File: src/rtl/patbuf_pkg.sv
// patbuf_pkg: shared pattern-buffer geometry defaults, loader state encoding and counter widths
package patbuf_pkg;
  localparam int PB_WIDTH = 8;
  localparam int PB_SIZE = 32;
  localparam int PB_BIT_CW = $clog2(PB_WIDTH);
  localparam int PB_BYTE_CW = $clog2(PB_SIZE);
  typedef enum logic [1:0] {IDLE, WAIT, SHIFT, DONE} state_t;
endpackage

File: src/rtl/pattern_rx_shift.sv
// pattern_rx_shift: deserialises sout during a shift into readback bytes, MSB first
module pattern_rx_shift
  import patbuf_pkg::*;
#(
  parameter int WIDTH = PB_WIDTH
) (
  input  logic             clk,
  input  logic             rst,
  input  logic             clr,
  input  logic             en,
  input  logic             din,
  output logic [WIDTH-1:0] rd_data,
  output logic             rd_valid
);
  localparam int CW = $clog2(WIDTH);
  logic [WIDTH-1:0] cap;
  logic [WIDTH-1:0] nxt;
  logic [CW-1:0] cnt;
  logic full;
  assign nxt = {cap[WIDTH-2:0], din};
  assign full = cnt == CW'(WIDTH - 1);
  // capture one bit per shift cycle; publish the byte the cycle after its last bit
  always_ff @(posedge clk) begin
    if (rst) begin
      cap <= '0;
      cnt <= '0;
      rd_data <= '0;
      rd_valid <= 1'b0;
    end else begin
      rd_valid <= en && full;
      if (clr) cnt <= '0;
      else if (en) begin
        cap <= nxt;
        cnt <= full ? '0 : cnt + CW'(1);
        if (full) rd_data <= nxt;
      end
    end
  end
endmodule

File: src/rtl/pattern_loader.sv
// pattern_loader: streams a frame of bytes into the pattern buffer scan chain; readback under PATTERN_LOADER_READBACK_EN
module pattern_loader
  import patbuf_pkg::*;
#(
  parameter int BUFFER_WIDTH = PB_WIDTH,
  parameter int BUFFER_SIZE = PB_SIZE
) (
  input  logic                    clk,
  input  logic                    rst,
  input  logic                    start,
  output logic                    busy,
  output logic                    done,
  input  logic [BUFFER_WIDTH-1:0] in_data,
  input  logic                    in_valid,
  output logic                    in_ready,
  output logic                    ssel,
  output logic                    sin,
  input  logic                    sout,
  output logic [BUFFER_WIDTH-1:0] rd_data,
  output logic                    rd_valid
);
  localparam int BTW = $clog2(BUFFER_WIDTH);
  localparam int BYW = $clog2(BUFFER_SIZE);
  state_t state, next;
  logic [BTW-1:0] bit_cnt;
  logic [BYW-1:0] byte_cnt;
  logic [BUFFER_WIDTH-1:0] sreg;
  logic xfer, last_bit, last_byte;
  assign sin = sreg[BUFFER_WIDTH-1];
  // next state and handshake; a byte boundary inside SHIFT offers ready for one cycle to stream gaplessly
  always_comb begin
    last_bit = bit_cnt == '0;
    last_byte = byte_cnt == BYW'(BUFFER_SIZE - 1);
    in_ready = state == WAIT || (state == SHIFT && last_bit && !last_byte);
    xfer = in_valid && in_ready;
    busy = state == WAIT || state == SHIFT;
    done = state == DONE;
    next = state == IDLE  ? (start ? WAIT : IDLE) :
           state == WAIT  ? (xfer ? SHIFT : WAIT) :
           state == SHIFT ? (!last_bit ? SHIFT : last_byte ? DONE : xfer ? SHIFT : WAIT) :
                            IDLE;
  end
  // state register, shift datapath and frame counters
  always_ff @(posedge clk) begin
    if (rst) begin
      state <= IDLE;
      ssel <= 1'b0;
      sreg <= '0;
      bit_cnt <= '0;
      byte_cnt <= '0;
    end else begin
      state <= next;
      ssel <= next == SHIFT;
      if (state == IDLE && start) byte_cnt <= '0;
      if (state == SHIFT && last_bit && !last_byte) byte_cnt <= byte_cnt + BYW'(1);
      if (xfer) begin
        sreg <= in_data;
        bit_cnt <= BTW'(BUFFER_WIDTH - 1);
      end else if (state == SHIFT) begin
        sreg <= sreg << 1;
        bit_cnt <= bit_cnt - BTW'(1);
      end
    end
  end
`ifdef PATTERN_LOADER_READBACK_EN
  pattern_rx_shift #(.WIDTH(BUFFER_WIDTH)) u_rx (
    .clk(clk),
    .rst(rst),
    .clr(state == IDLE && start),
    .en(ssel),
    .din(sout),
    .rd_data(rd_data),
    .rd_valid(rd_valid)
  );
`else
  logic unused_sout;
  assign unused_sout = sout;
  assign rd_data = '0;
  assign rd_valid = 1'b0;
`endif
endmodule

File: config.mk
export PLATFORM = sky130hd
export DESIGN_NAME = pattern_loader
export DESIGN_NICKNAME = d
export VERILOG_FILES = /design/src/rtl/patbuf_pkg.sv /design/src/rtl/pattern_rx_shift.sv /design/src/rtl/pattern_loader.sv
export SDC_FILE = /design/constraint.sdc
export NUM_CORES = 1
export LEC_CHECK = 0
export CAP_MARGIN = 25
export CORE_MARGIN = 3
export CORE_UTILIZATION = 49
export DETAILED_ROUTE_END_ITERATION = 10
export PLACE_DENSITY_LB_ADDON = 0.12
export SKIP_CTS_REPAIR_TIMING = 1
export SLEW_MARGIN = 20
export SYNTH_ARGS = -nofsm -noshare
export SYNTH_HDL_FRONTEND = slang
export SYNTH_SLANG_ARGS = --single-unit
File: constraint.sdc
create_clock -name clk -period 2.65 [get_ports clk]
set_input_delay 0.6625 -clock clk [delete_from_list [all_inputs] [get_ports clk]]
set_output_delay 0.6625 -clock clk [all_outputs]
set_load 0.005 [all_outputs]
Fig. 1: run 1, sizing map
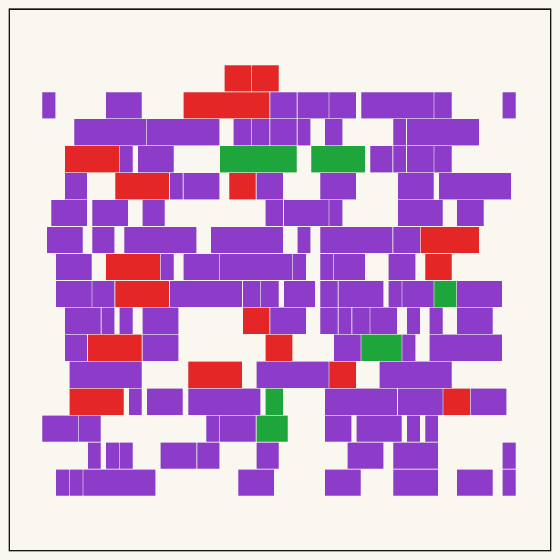
x3 and x4 -> red  # cells 17, share 12%
x2 -> green  # cells 6, share 4.3%
x1 and smaller -> purple  # cells 115, share 83%

Fig. 2: run 1, cell classes on the final placement
Fill, decap, tap and diode cells in gray.
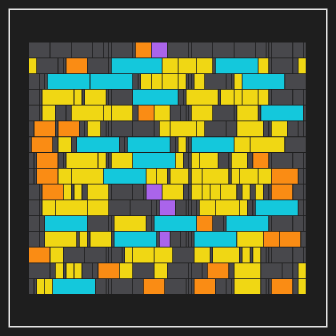
remaining logic cells -> yellow  # cells 94
registers -> cyan  # cells 19
clock drivers and dummy loads -> purple  # cells 4
remaining buffers and delay cells -> orange  # cells 21
final core utilization: 0.643
total number of placement rows: 16

Fig. 3: run 1, metal layers overlaid
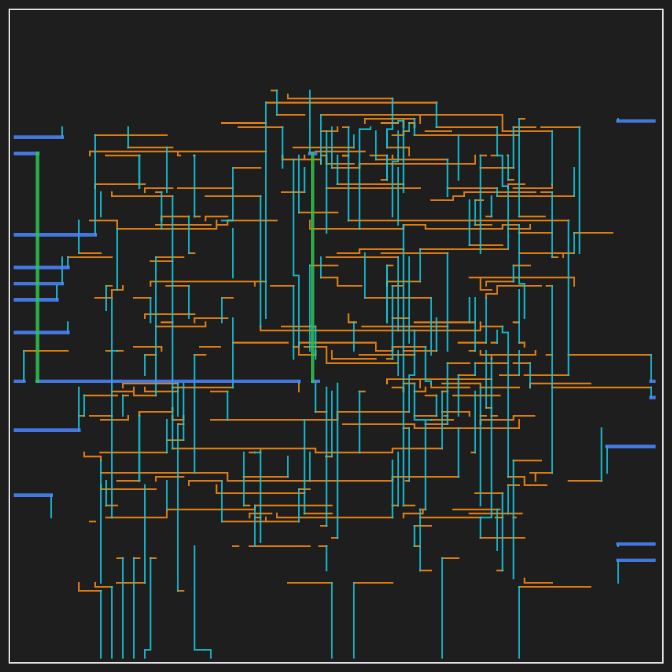
M4 -> green  # wire length 38.1 um
M1 -> orange  # wire length 873 um
M2 -> cyan  # wire length 844 um
M3 -> blue  # wire length 73.1 um
global routing usage summed across all routing layers: 0.145
number of vias in the routed layout: 803

==> results.ini, run 1 <==
[yosys]
mux_contribution_to_synthesized_area = 0.178
yosys.area_share.xor_xnor = 0.0152
syn-cell-area_um2 = 1150
yosysChipArea_um2 = 1150
postSynthCellCount = 120
yosys_register_bits = 19
synth-simple-area-share = 0.173
asyncSetResetFlopFracSynth = 0
ys_cells = 120
syn_avg_cell_area_um2 = 9.60
synth.distinct_cells = 31
yosys-top-cells-area = sky130_fd_sc_hd__dfxtp_1 33%, sky130_fd_sc_hd__mux2_4 9.1%, sky130_fd_sc_hd__ha_1 8.7%

[run_status]
status = completed

[placed_design]
post-place-ws_ns = 0.154
port_buffers = 16

[floorplan]
placeableCoreArea_um2 = 2080
chipWidth_um = 54.5
die.size.y_um = 54.5

[global_routing]
maximum_number_of_pins_on_one_net_before_global_route_repair = 18

[timing]
skew_ns = 0.00835
rsz0062_at_grt = no
max_freq_ghz = 0.406
hold_violations_final = 0
setup_total_negative_slack_ns = 0

[routing]
routedWlPerCell_um = 11.1
drc = 0
dr.pass1.iters = 4

[critical_path]
critical_path.endpoint_type = output port

[min_path]
hold-path-cell-count = 1

[clock_network]
cts_buffers = 3

[finish]
final-comb-area_um2 = 669

## run 1: worst max path at each step
stage	slack, ns	from	endpoint	cells past startpoint
floorplan	0.50	byte_cnt[0]	in_ready	6
global placement	0.17	byte_cnt[0]	in_ready	6
detailed placement	0.15	byte_cnt[0]	in_ready	6
finish	0.19	byte_cnt[0]	in_ready	6
global route	0.10	byte_cnt[1]	in_ready	6
CTS	-0.19	byte_cnt[0]	in_ready	6
## run 1: cell type report
cell class              count  area share
flip-flops and latches     19       0.288
well taps                  27      0.0252
clock inverters             1     0.00374
multi-input cells          88       0.500
clock buffers               3      0.0168
repair buffers             21       0.150
inverters                   6      0.0168
## run 1: kinds of logic (layout without fill, tap and decap cells)
kind of cell | after synthesis | after routing
simple gates | 35 | 35
compound gates | 17 | 17
fa+ha+maj | 8 | 8
xor+xnor | 2 | 2
buf+inv | 21 | 31
flops | 19 | 19
other cells | 1 | 9
mux | 17 | 17
## run 1: critical path, stage by stage (launching register included)
cell and delay [ns]:
sky130_fd_sc_hd__dfxtp_4 0.38, sky130_fd_sc_hd__ha_2 0.18, sky130_fd_sc_hd__and3_1 0.16, sky130_fd_sc_hd__ha_1 0.15, sky130_fd_sc_hd__and4bb_4 0.22, sky130_fd_sc_hd__or2_2 0.26, sky130_fd_sc_hd__dlymetal6s2s_1 0.15
## run 1: layer usage
layer  track usage  wire length, um
met5             0                0
met2         0.241              843
met1         0.173              872
met3        0.0272               73
met4        0.0871               38
## run 1: power by group
part / leakage [nW] / switching (mW) / internal, mW
Clock: 0.0177 / 0.0920 / 0.0562
Sequential: 0.156 / 0.00849 / 0.299
Combinational: 0.364 / 0.0541 / 0.0677
Total: 0.537 / 0.155 / 0.423
## run 1: registers in the layout (all words and copies together) (netlist names)
register and cells:
sreg 8, byte_cnt 5, bit_cnt 3, state 2, ssel 1
==> run 1 -> run 2 <==
CORE_MARGIN = unset   (was 3)
Fig. 4: run 2, cell classes on the final placement
Fill, decap, tap and diode cells in gray.
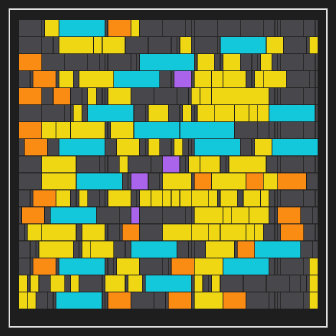
remaining buffers and delay cells -> orange  # cells 21
clock drivers and dummy loads -> purple  # cells 4
registers -> cyan  # cells 19
remaining logic cells -> yellow  # cells 94

Fig. 5: run 2, wires at chosen ports, followed through buffers
Bar = 20 um.
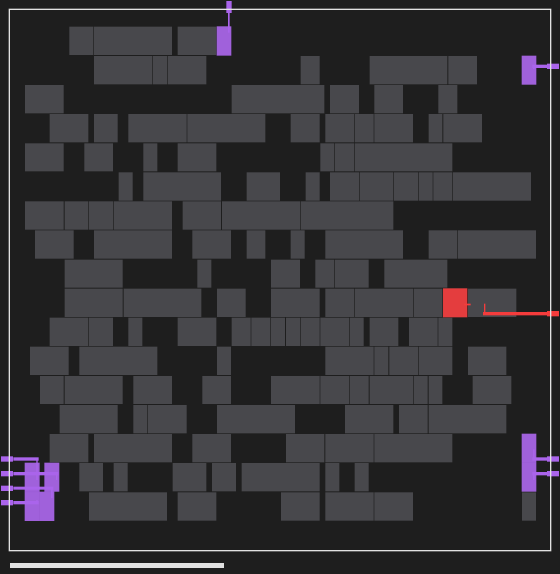
rd_data -> purple  # bits 8, direction output, edge 4 left, 3 right, 1 top, end cells 8, buffers 0, wire 21.7 um
in_ready -> red  # bits 1, direction output, edge right, end cells 1, buffers 1, wire 7.10 um

==> results.ini, run 2 <==
[run_status]
status = completed

[routing]
wl_met2_um = 887
highest-signal-layer = met4
routedWlPerCell_um = 11.1
m1WireLength_um = 858

[power_and_ir_drop]
seq_power_mw = 0.308
cellInternalPower_mw = 0.426
power.sequential.fraction = 0.535
clock_power_share = 0.248
comb_power_share = 0.216
clock_net_power_mw = 0.143
switching_share = 0.259

[finish]
number_of_flip_flops_under_the_largest_register_name = 8
reg.largest.list = sreg (8), byte_cnt (5), bit_cnt (3)

[floorplan]
chipWidth_um = 50.5
placeableCoreArea_um2 = 2210

[yosys]
syn_avg_cell_area_um2 = 9.60
yosys-top-cells-area = sky130_fd_sc_hd__dfxtp_1 33%, sky130_fd_sc_hd__mux2_4 9.1%, sky130_fd_sc_hd__ha_1 8.7%
yosys_register_bits = 19
yosysChipArea_um2 = 1150
syn-cell-area_um2 = 1150
synth.distinct_cells = 31

[placed_design]
port_buffers = 16

[critical_path]
setup.worst_path.start = byte_cnt[0]
timing.critical_path.slowest_stage_cell = sky130_fd_sc_hd__dfxtp_4
timing.critical_path.slowest_cell_delay_ns = 0.39

[global_routing]
grt.busiest_layer = met2
globalRouteMet2Util = 0.273

[timing]
max_freq_ghz = 0.410
setup_total_negative_slack_ns = 0

[clock_network]
cts_buffers = 3

==> run 2: cell types whose count changed in the layout (fill, tap and decap cells not counted) <==
cell and change:
sky130_fd_sc_hd__clkinv_2 -1, sky130_fd_sc_hd__ha_1 -1, sky130_fd_sc_hd__clkbuf_1 +1, sky130_fd_sc_hd__ha_4 +1, sky130_fd_sc_hd__dfxtp_4 +1, sky130_fd_sc_hd__dfxtp_2 -1
==> run 2: path summary, 6_finish.rpt <==
check,slack (ns),to,cells after the start
max reg2reg,0.52,sreg[1],8
min,0.48,byte_cnt[3],1
max,0.21,in_ready,6
min reg2reg,0.48,byte_cnt[3],1
==> run 2: cell families after synthesis <==
family | synth area share
multiplexers | 0.178
AND/OR/NAND/NOR | 0.173
XOR/XNOR | 0.0152
other | 0.00325
buffers and inverters | 0.117
flip-flops | 0.330
AND-OR/OR-AND | 0.0966
adder cells (fa/ha/maj) | 0.0869
==> run 2: through the flow <==
stage | utilization | std cells | hold slack, ns | worst slack [ns] | area [um^2]
after floorplan | - | 128 | 0.432 | 0.497 | 1180
after global placement | 0.589 | 162 | 0.463 | 0.174 | 1300
after detailed placement | 0.589 | 162 | 0.465 | 0.157 | 1300
after CTS | 0.601 | 166 | 0.486 | -0.186 | 1330
after global routing | 0.612 | 166 | 0.516 | 0.142 | 1350
final | 0.612 | 166 | 0.482 | 0.212 | 1350
==> run 2: final cells by class <==
type,instances,area [um^2],share of cell area
inverter,6,22.5,0.0166
clock buffer,4,26.3,0.0194
tap,28,35.0,0.0259
multi-input combinational,88,682,0.504
timing repair buffer,21,200,0.148
sequential,19,388,0.287
==> run 2: worst max-delay path, delay by kind of cell (launching register included) <==
kind	cells	cell delay, ns
buffers and inverters	1	0.15
adder cells (fa/ha/maj)	2	0.31
flip-flops	1	0.39
AND/OR/NAND/NOR	3	0.64
==> run 2 -> run 3 <==
PLACE_DENSITY = 0.79   (was unset)
PLACE_DENSITY_LB_ADDON = unset   (was 0.12)
Fig. 6: run 3, sizing map
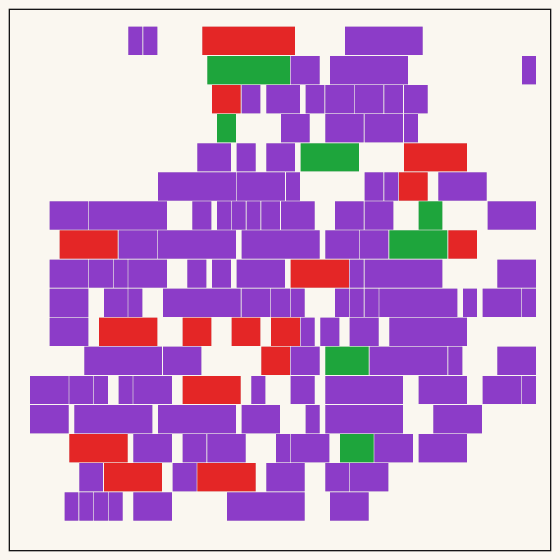
x2 -> green  # cells 7, share 5.1%
x1 and smaller -> purple  # cells 114, share 83%
x3 and x4 -> red  # cells 16, share 12%

Fig. 7: run 3, wires at chosen ports, followed through buffers
Bar = 20 um.
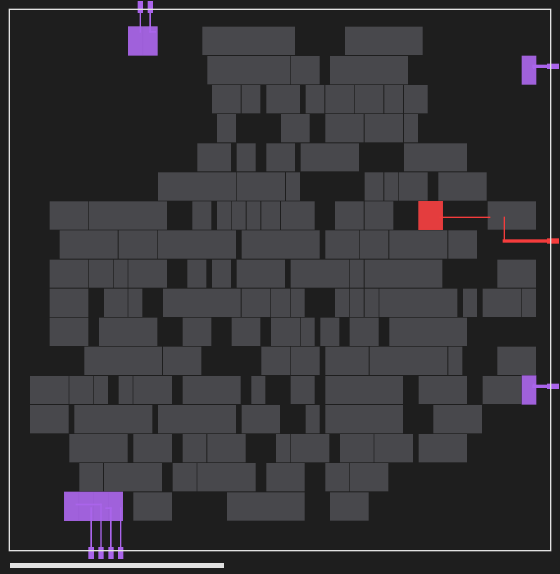
in_ready -> red  # bits 1, direction output, edge right, end cells 1, buffers 1, wire 10.7 um
rd_data -> purple  # bits 8, direction output, edge 4 bottom, 2 top, 2 right, end cells 8, buffers 0, wire 24.1 um

==> results.ini, run 3 <==
[yosys]
syn_avg_cell_area_um2 = 9.60
yosys-top-cells-area = sky130_fd_sc_hd__dfxtp_1 33%, sky130_fd_sc_hd__mux2_4 9.1%, sky130_fd_sc_hd__ha_1 8.7%
yosysChipArea_um2 = 1150
ys_cells = 120
syn-cell-area_um2 = 1150
synth.distinct_cells = 31
asyncSetResetFlopFracSynth = 0
postSynthCellCount = 120

[routing]
num_vias = 824
highest-signal-layer = met4
routed-wl-met3_um = 53
drc = 0
dr.pass1.iters = 4
routedWlPerCell_um = 11.2
wl_met2_um = 887

[global_routing]
grtUsageTotal = 0.174
grt.busiest_layer = met2
maximum_number_of_pins_on_one_net_before_global_route_repair = 15
met3_global_route_usage = 0.0364
globalRouteMet2Util = 0.271

[finish]
finalInstanceArea_um2 = 1340
reg.largest.list = sreg (8), byte_cnt (5), bit_cnt (3)
finish.net_count = 159
number_of_flip_flops_under_the_largest_register_name = 8

[placed_design]
port_buffers = 16
detailed_place.area_um2 = 1290
post-place-ws_ns = 0.137

[run_status]
status = completed

[critical_path]
critical_path.endpoint_type = output port
r2r_slack_ns = 0.41
r2r_endpoint = sreg[5]
cp-endpoint = in_ready
r2r.worst_path.cells = 8
setup.worst_path.start = byte_cnt[0]

[timing]
rsz0062_at_grt = no
final_setup_fails = 0
hold_violations_final = 0
skew_ns = 0.0124
setup_total_negative_slack_ns = 0
final.setup.worst_slack_ns = 0.169

[min_path]
hold-path-cell-count = 1
timing.hold.worst_endpoint = byte_cnt[3]

[clock_network]
tritoncts = done
cts.htree.levels = 1
cts_buffers = 3

[floorplan]
die.size.y_um = 50.5
chipWidth_um = 50.5
floorplan.rows = 17
placeableCoreArea_um2 = 2210

## run 3: critical path, cell delays in order, from the launching register on
cell	delay [ns]
sky130_fd_sc_hd__dfxtp_4	0.38
sky130_fd_sc_hd__ha_2	0.18
sky130_fd_sc_hd__and3_1	0.17
sky130_fd_sc_hd__ha_2	0.17
sky130_fd_sc_hd__and4bb_4	0.22
sky130_fd_sc_hd__or2_2	0.26
sky130_fd_sc_hd__dlymetal6s2s_1	0.15
## run 3: stage by stage
| step | total power [mW] | hold WS, ns | util | std cells |
|---|---|---|---|---|
| floorplan | 0.406 | 0.432 | - | 128 |
| global placement | 0.435 | 0.452 | 0.585 | 161 |
| detailed placement | 0.440 | 0.461 | 0.585 | 161 |
| CTS | 0.581 | 0.479 | 0.598 | 165 |
| global route | 0.610 | 0.507 | 0.604 | 165 |
| finish | 0.576 | 0.482 | 0.604 | 165 |
## run 3: cell families after synthesis
family                     after synthesis  synth area share
other                                    1           0.00325
AOI/OAI and AO/OA                       17            0.0966
adders and majority gates                8            0.0869
xor gates and xnor gates                 2            0.0152
DFF                                     19             0.330
and+or+nand+nor                         35             0.173
muxes                                   17             0.178
buffers and inverters                   21             0.117
## run 3: report_power, final
group,switching [mW],internal (mW)
clock network,0.0871,0.0562
logic,0.0559,0.0676
registers,0.00933,0.299
total,0.152,0.423
## run 3: area by class of cell
class,instances,area [um^2]
clock buffers,3,22.5
clock inverters,1,5.00
fillers,197,877
inverters,6,22.5
multi-input cells,88,672
flip-flops and latches,19,385
well taps,28,35.0
repair buffers,20,193
Power is estimated from default activity; no workload was simulated.
